$ cat src/rtl/key_pair_debounce.sv
`default_nettype none
// ============================================================================
//  Module      : key_pair_debounce
//  Description : Two independent active-low key conditioners (sync + debounce)
//                giving active-high levels and one-cycle press/release pulses.
//  Revision    : 1.0 - initial release
// ============================================================================
module key_pair_debounce #(
    parameter int CNT_MAX = 999_999
) (
    input  logic sys_clk,
    input  logic sys_rst,
    input  logic key_a_n,
    input  logic key_b_n,
    output logic gate_a,
    output logic gate_b,
    output logic press_a,
    output logic press_b,
    output logic rel_a,
    output logic rel_b
);

    localparam int CNT_W = $clog2(CNT_MAX + 1);
    localparam logic [CNT_W-1:0] c_CNT_MAX = CNT_W'(CNT_MAX);

    logic [1:0] w_key_n;
    logic [1:0] w_lvl;
    logic [1:0] w_press;
    logic [1:0] w_rel;

    assign w_key_n = {key_b_n, key_a_n};

    genvar g;
    generate
        for (g = 0; g < 2; g++) begin : g_chan
            logic             r_sync1;
            logic             r_sync2;
            logic             r_lvl;
            logic             r_press;
            logic             r_rel;
            logic [CNT_W-1:0] r_cnt;
            logic             w_key_sync;
            logic             w_accept;

            assign w_key_sync = ~r_sync2;
            // A new level is taken only after CNT_MAX+1 consecutive mismatches.
            assign w_accept   = (w_key_sync != r_lvl) && (r_cnt == c_CNT_MAX);

            always_ff @(posedge sys_clk) begin
                if (sys_rst) begin
                    r_sync1 <= 1'b1;
                    r_sync2 <= 1'b1;
                    r_lvl   <= 1'b0;
                    r_press <= 1'b0;
                    r_rel   <= 1'b0;
                    r_cnt   <= '0;
                end else begin
                    r_sync1 <= w_key_n[g];
                    r_sync2 <= r_sync1;
                    r_press <= w_accept &  w_key_sync;
                    r_rel   <= w_accept & ~w_key_sync;
                    if (w_key_sync == r_lvl) begin
                        r_cnt <= '0;
                    end else if (w_accept) begin
                        r_lvl <= w_key_sync;
                        r_cnt <= '0;
                    end else begin
                        r_cnt <= r_cnt + 1'b1;
                    end
                end
            end

            assign w_lvl[g]   = r_lvl;
            assign w_press[g] = r_press;
            assign w_rel[g]   = r_rel;
        end
    endgenerate

    assign gate_a  = w_lvl[0];
    assign gate_b  = w_lvl[1];
    assign press_a = w_press[0];
    assign press_b = w_press[1];
    assign rel_a   = w_rel[0];
    assign rel_b   = w_rel[1];

endmodule
`default_nettype wire

$ cat config.mk
export PLATFORM = sky130hd
export DESIGN_NAME = key_pair_debounce
export DESIGN_NICKNAME = d
export VERILOG_FILES = /design/src/rtl/key_pair_debounce.sv
export SDC_FILE = /design/constraint.sdc
export NUM_CORES = 1
export LEC_CHECK = 0
export ABC_AREA = 1
export CORE_AREA = 4 4 65 111
export CTS_CLUSTER_DIAMETER = 150
export DETAILED_ROUTE_END_ITERATION = 6
export DIE_AREA = 0 0 69 115
export GPL_TIMING_DRIVEN = 0
export HOLD_SLACK_MARGIN = 0.08
export PLACE_DENSITY_LB_ADDON = 0.25
export SLEW_MARGIN = 0
export SYNTH_ARGS = -nofsm -noshare
export SYNTH_HDL_FRONTEND = slang
export SYNTH_SLANG_ARGS = --single-unit
$ cat constraint.sdc
create_clock -name sys_clk -period 1.2 [get_ports sys_clk]
set_input_delay 0.36 -clock sys_clk [delete_from_list [all_inputs] [get_ports sys_clk]]
set_output_delay 0.36 -clock sys_clk [all_outputs]
set_load 0.01 [all_outputs]
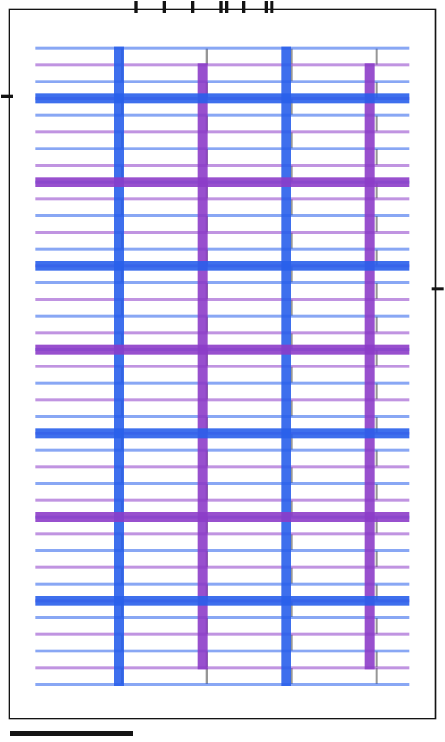
(run_1/floorplan.png)
The bar under the picture is 20 microns long. Pins as bars on the die edge. Tap cells in gray.
| net | color |
|---|---|
| VDD | purple |
| VSS | blue |
met4 straps: 4
met1 rails: 39
tap cells: 80

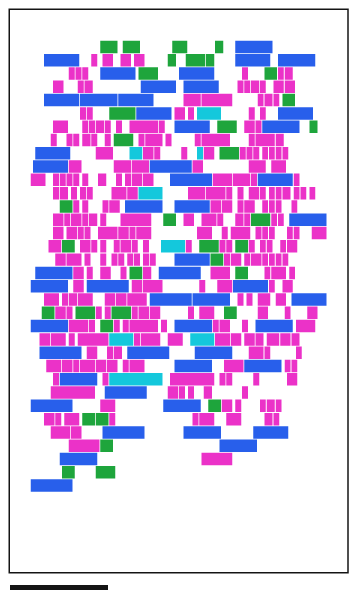
(run_1/class_map.png)
The bar under the picture is 20 microns long.
| class | color | cells |
|---|---|---|
| remaining buffers and delay cells | green | 35 |
| registers | blue | 50 |
| remaining logic cells | magenta | 295 |
| clock drivers and dummy loads | cyan | 8 |

==> notes.md, run 1 <==
Status on the layout run. The script logs the mean routed wire length per placed instance as approximately 13 microns. The floorplan has 38 rows. By area the synthesized netlist is led by dfxtp_1 41%, nor2_1 13%, nand2_1 12%, inv_1 4.8%, nand3_1 4.3%. Overall die height landed at 115 microns. The timing report gives the worst reg2reg path a setup slack of -0.11 ns.

Once detailed placement completed, the half-perimeter wirelength came to 4095 microns. The initial antenna violation count was 0. Per the synthesis report, the XOR/XNOR share of the synthesized area is 6.821%. Instance tally after logic synthesis landed at roughly 350. Number of filler cells placed in the layout landed at between 600 and 700.

Per the repair_timing log after CTS, setup buffers inserted total 6. Number of cells on the worst hold path landed at 1. Power per unit of standard cell area landed at a little under 900 mW/mm^2. Global route summary, busiest routing layer listed as met2.

Highest ir drop seen on vdd landed at 0.7893 mV. The run finished, with violations left. Post-synthesis mux area share landed at 0%. Total iterations of the first detailed-routing run landed at 5. In the synthesized netlist, the dominant kind of combinational cell is simple AND/OR/NAND/NOR gates.

Clock-pin slew reported for the worst setup and hold paths after clock tree synthesis landed at 0.09 ns. Per the timing report, the most critical flop-to-flop path finishes at g_chan[0].r_cnt[6]. Number of nets still failing antenna checks after routing landed at 0. Multi-input combinational cells in the finished layout were counted as roughly 260. Counting the clock-network buffers in the layout gives 6. The worst setup path is launched from a flop. After detailed routing, the number of remaining DRC violations is 0. Pre-placement core utilization landed at approximately 40%. The register with the most flip-flops in the layout has about 40 of them. In this design, the critical path's most frequently occurring cell is buf_4. Proportion of register bits with asynchronous set or reset after synthesis landed at 0%. Yosys instantiated no cell more often than nor2_1.

According to the hold report, the worst path is of the flop to flop type. Cell internal power was estimated by the tool at between 2 and 2.5 mW. The critical path starts at g_chan[0].r_cnt[1].

Standby leakage power landed at 1.055 nW. Sorting the Yosys area breakdown by cell type puts at the top dfxtp_1. Via density per instance landed at around 5.0. Share of total power in the clock network landed at between 40% and 50%. In the synthesis report, Yosys lists the chip area as between 0.002 and 0.0025 sq mm. The worst setup path is captured at a flop. Final worst-path setup slack landed at -0.1067 ns. The final timing report counts setup violations totalling approximately 40.

Per the OpenROAD floorplan log, the width of the die is between 60 and 70 microns. The synthesized netlist devotes between 40% and 50% of its cell area to simple gates. Post-layout instance area landed at roughly 0.0033 sq mm. Area added between synthesis and finish landed at 35.08%. The checks that failed: setup timing. Post-synthesis adder-cell area fraction landed at 1.026%.

Count of placed standard cells in the final layout, fillers left out landed at 468. Across all layers, the routed design uses roughly 2300 vias. Fraction of post-synthesis cell area in the top cell type by area landed at a little over 40%. The clock network takes up 3.341% of total cell area after layout. Number of buffers and inverters on the critical path landed at 2. Entering global routing, the biggest net connects 16 pins. Subtracting the final worst setup slack from the clock period gives 1.307 ns. The registers reported with the highest flop counts are g_chan.r_cnt x40, g_chan.r_sync1 x2, g_chan.r_sync2 x2. Insertion delay of the later-clocked pin in the worst-skew pair landed at approximately 0.3 ns.

Hold buffer count at CTS landed at 0. Flip-flop and latch count after synthesis landed at about 50. Sequential portion of the cell area landed at about a third. In the final layout, excluding clock inverters the inverter count is 31. Area of all sequential standard cells landed at about 0.0011 sq mm. TritonCTS built the clock tree. Cell count in the Yosys report landed at 349.

Number of CTS-inserted buffers landed at 5. The power report attributes to the combinational group a share of roughly 2.6%. Highest attainable clock frequency landed at 765.3 MHz. The critical path's slowest stage uses the library cell dfxtp_2. After layout, the worst path uses 108.9% of the clock period.

Total of cells resized after clock tree synthesis landed at roughly 84. The synthesis log from Yosys contains 0 warnings. Number of warning messages in the logs landed at 28. The post-synth count of flops with an enable pin is 0. Detailed placement reports a standard cell area of approximately 0.0027 sq mm.

The report puts the cell count of the worst reg-to-reg path at 7. Looking at the max-slew report, the worst-margin pin has a slew of approximately 0.31 ns. In the global route stage, met1 resource usage came out at between 10% and 20%. Per the synth stats, the flop cell with the highest instance count is dfxtp_1. In the Yosys report, the sequential cells make up between 40 and 50% of the chip area. The final antenna diode tally reported by the flow is 0. The longest clock path from root to sink contains 2 buffers. Adding up every negative setup slack in the final design gives -2.294 ns. In this run the maximum-capacitance check reported violations numbering 0. Net load switching power landed at 0.6124 mW.
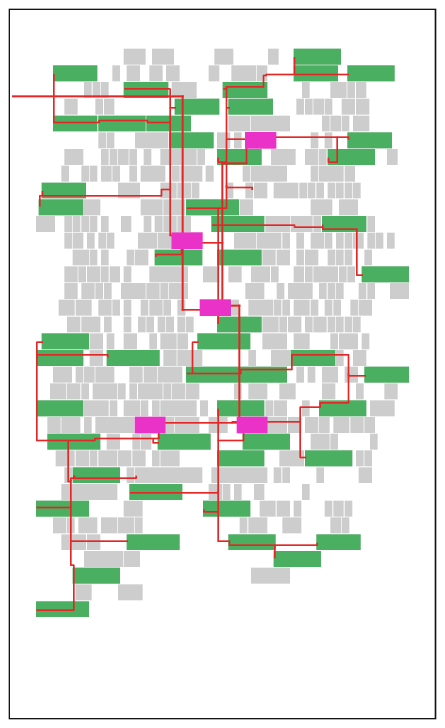
(run_1/clock_wires.png)
[flip-flops] green | count: 50
[clock-net drivers] magenta | count: 5
[clock wires] red | length: 627 microns
routed clock nets: 6

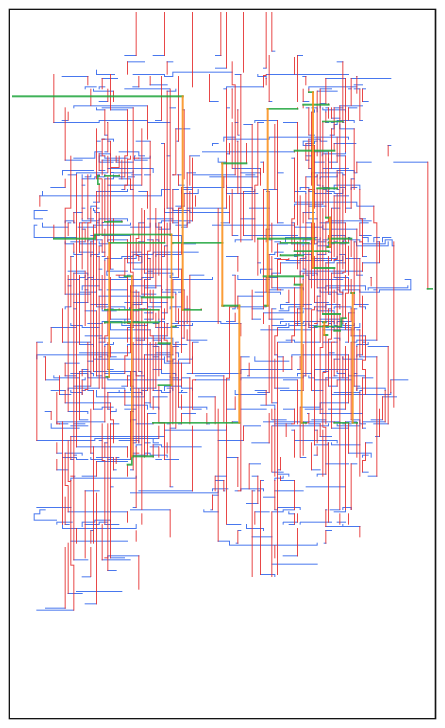
(run_1/layers.png)
| layer | color | wire length |
|---|---|---|
| M3 | green | 209 microns |
| M4 | orange | 263 microns |
| M2 | red | 3410 microns |
| M1 | blue | 2210 microns |

-- run 1: cells in the final DEF (no fill, tap or decap) --
master            n
nand2_1          69
nor2_1           60
inv_1            24
nor2_2           22
dfxtp_2          20
dfxtp_1          19
buf_4            17
nand3_1          13
nand4_1          13
nand2_2          11
dfxtp_4          11
nor2_4           10
buf_6            10
a21oi_2           9
xnor2_1           8
xor2_1            8
or2_2             6
nand3_4           5
clkbuf_8          5
inv_2             4
nor3_2            4
nand3_2           4
buf_2             4
xnor2_2           3
inv_4             3
nand2_4           3
or2_0             3
a21oi_1           3
nand3b_1          2
o21bai_1          2
o21ai_1           2
nor3_1            2
ha_4              2
clkdlybuf4s50_1   2
buf_8             1
bufinv_16         1
clkinvlp_4        1
clkbuf_1          1
dlygate4sd2_1     1
-- run 1: metrics by stage --
stage / utilization, % / worst slack [ns]
finish: 52.51 / -0.1067
global route: 52.51 / -0.1819
global placement: 42.50 / -0.4036
CTS: 47.55 / -0.05959
detailed placement: 42.50 / -0.4156
floorplan: - / 0.002448
-- run 1: power groups by stage --
stage	sequential (mW)	clock, mW	combinational (mW)
final	1.65	1.19	0.0764
after floorplan	1.71	0	0.0269
after global placement	1.71	0	0.0458
after global routing	1.65	1.29	0.0828
after CTS	1.66	1.23	0.0647
after detailed placement	1.71	0	0.0465
-- run 1: worst reg2reg max path: cells and delay by family (launching register included) --
| family | cells | cell delay [ns] |
|---|---|---|
| AND/OR/NAND/NOR | 3 | 0.37 |
| flip-flops | 1 | 0.36 |
| buffers and inverters | 2 | 0.22 |
| adder cells (fa/ha/maj) | 1 | 0.15 |
| XOR/XNOR | 1 | 0.10 |
-- run 1: metal layers --
metal | up-vias | wire [microns]
met5 | - | 0
met1 | 1058 | 2207
li1 | 1177 | -
met4 | 0 | 263
met2 | 72 | 3414
met3 | 26 | 208
## Run 2: what changed since run 1
Clock period 1.2 ns to 1.26 ns, I/O delays scaled along.
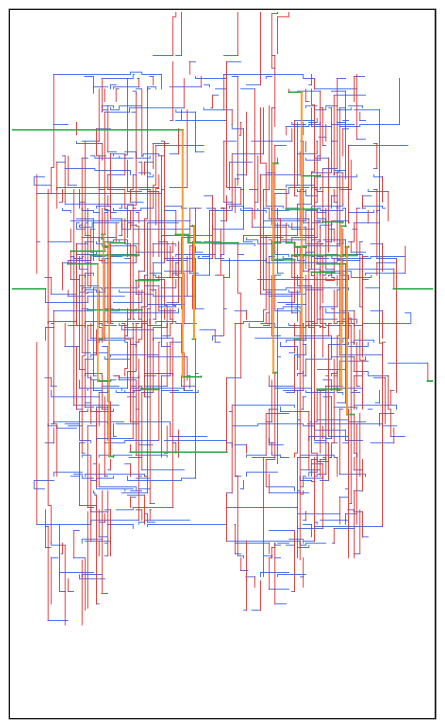
(run_2/layers.png)
| layer | color | wire length |
|---|---|---|
| M4 | orange | 257 microns |
| M1 | blue | 2160 microns |
| M3 | green | 164 microns |
| M2 | red | 3560 microns |

==> notes.md, run 2 <==
Status on the layout run. Fraction of power consumed by combinational cells landed at 2.4% (-0.2 points). Leaving out fill and tap cells, the most frequent cells in the layout are 72 x nand2_1, 52 x nor2_1, 29 x nor2_2. Cell count in the Yosys report landed at 349 (unchanged). The clock-net power was 1.36 mW (+10%). The standby leakage power was 1.021 nW (-3.2%). The die width came to 69 microns (unchanged). The count of placed standard cells in the final layout, fillers left out is 463 (-1.1%). The number of synthesis warnings came to 0 (unchanged). The highest attainable clock frequency came to 781.7 MHz (+2.1%). The power dissipated in sequential cells is 1.57 mW (-5%). Via density per instance landed at 4.905 (-1.6%). Clock-pin slew reported for the worst setup and hold paths after clock tree synthesis landed at 0.09 ns (about the same).

The final worst-path setup slack is -0.01926 ns (+0.08741 ns). Final tally of setup violations landed at 16 (-61%). The internal power of the cells was 2.448 mW (+6.5%). Number of filler cells placed in the layout landed at 615 (-2.2%).

The pin slew with the least headroom to its limit is 0.3410 ns (+0.02744 ns). Pin count of the biggest net entering global routing landed at 16 (unchanged). The number of flops mapped to enable cells by yosys came to 0 (unchanged).

The number of antenna diodes came to 0 (unchanged). The number of buffers on the longest clock path was 2 (unchanged). The checks that failed: setup timing. The worst setup path is captured at a flop. Post-synthesis mux area share landed at 0% (unchanged). The power per unit of standard cell area was 923.1 mW/mm^2 (+4.5%). The highest ir drop seen on vdd was 0.8960 mV (+14%). The synthesized-area fraction occupied by xor and xnor cells is 6.821% (unchanged).

The area reported by Yosys stat is 0.002440 sq mm (unchanged). Yosys instantiated no cell more often than nor2_1. The final routed wire length divided by cell count was 13.26 microns (+1.8%). Number of CTS-inserted buffers landed at 5 (unchanged).

The run finished, with violations left. Post-synthesis adder-cell area fraction landed at 1.026% (unchanged). Net load switching power landed at 0.5604 mW (-8.5%). The insertion delay of the later-clocked pin in the worst-skew pair is 0.30 ns (about the same). STA reports the tightest min-delay check as being of type flop to flop.

Number of warning messages in the logs landed at 28 (unchanged). Fraction of post-synthesis cell area in the top cell type by area landed at 41.03% (unchanged). Grouping non-sequential cells by family puts the most area in simple AND/OR/NAND/NOR gates. The post-route clock period utilization came to 101.5% (-7.4 points). Per the synthesis report, the dominant area consumer among library cells is dfxtp_1.
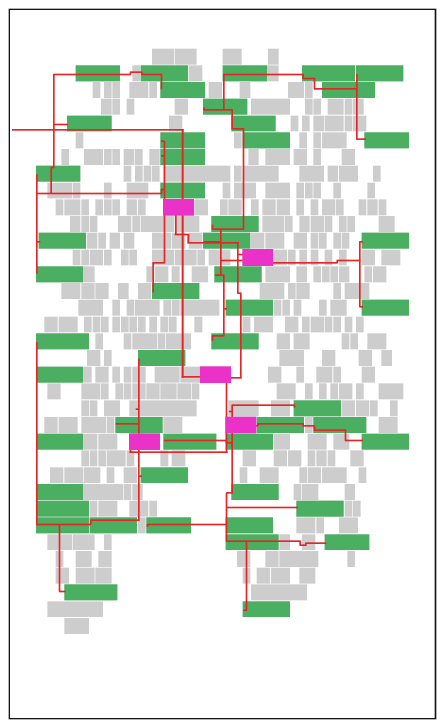
(run_2/clock_wires.png)
[flip-flops] green | count: 50
[clock-net drivers] magenta | count: 5
[clock wires] red | length: 603 microns
routed clock nets: 6

==> run 2: cell counts after synthesis <==
Identical to the previous run, type by type.
==> run 2: worst paths after layout <==
kind,end,slack (ns),cells past startpoint
max,g_chan[1].r_cnt[18],-0.02,7
min,g_chan[0].r_sync2,0.41,1
max reg2reg,g_chan[1].r_cnt[18],-0.02,7
min reg2reg,g_chan[0].r_sync2,0.41,1
==> run 2: critical path: stages (launching register included) <==
cell and delay [ns]:
dfxtp_4 0.37, ha_4 0.15, nand3_4 0.13, nor2_4 0.11, nand3_2 0.10, nand3_4 0.12
buf_8 0.15, nor2_1 0.05
==> run 2: per-stage QoR <==
stage | area [sq um] | worst slack, ns | util (%)
2_1_floorplan | 2440 | 0.01462 | -
3_3_place_gp | 2630 | -0.3624 | 41.91
3_5_place_dp | 2630 | -0.3736 | 41.91
4_1_cts | 3012 | -0.01839 | 47.99
5_1_grt | 3259 | -0.09559 | 51.93
6_report | 3259 | -0.01926 | 51.93
==> run 2: what timing repair did <==
action	CTS	global route
endpoints found under the setup margin	52	50
setup buffers	7	6
hold buffers	0	0
gates resized	76	91
pin swaps	8	13
cloned	4	0
==> run 2: area by class of cell <==
type | instances | area [sq um] | area share [%]
plain buffers | 4 | 48.80 | 1.497
flip-flops and latches | 50 | 1070 | 32.82
inverters | 31 | 118.9 | 3.647
repair buffers | 26 | 201.4 | 6.180
clock buffers | 6 | 82.58 | 2.534
multi-input cells | 264 | 1578 | 48.41
well taps | 80 | 100.1 | 3.071
clock inverters | 2 | 60.06 | 1.843
==> run 2: per-layer routing <==
metal	vias up	track usage (%)	share of wire, %
li1	1162	-	-
met1	1038	14.24	35
met2	52	34.25	58
met3	19	2.625	2.7
met4	0	7.040	4.2
met5	-	0	0
Power and IR drop assume default switching activity.
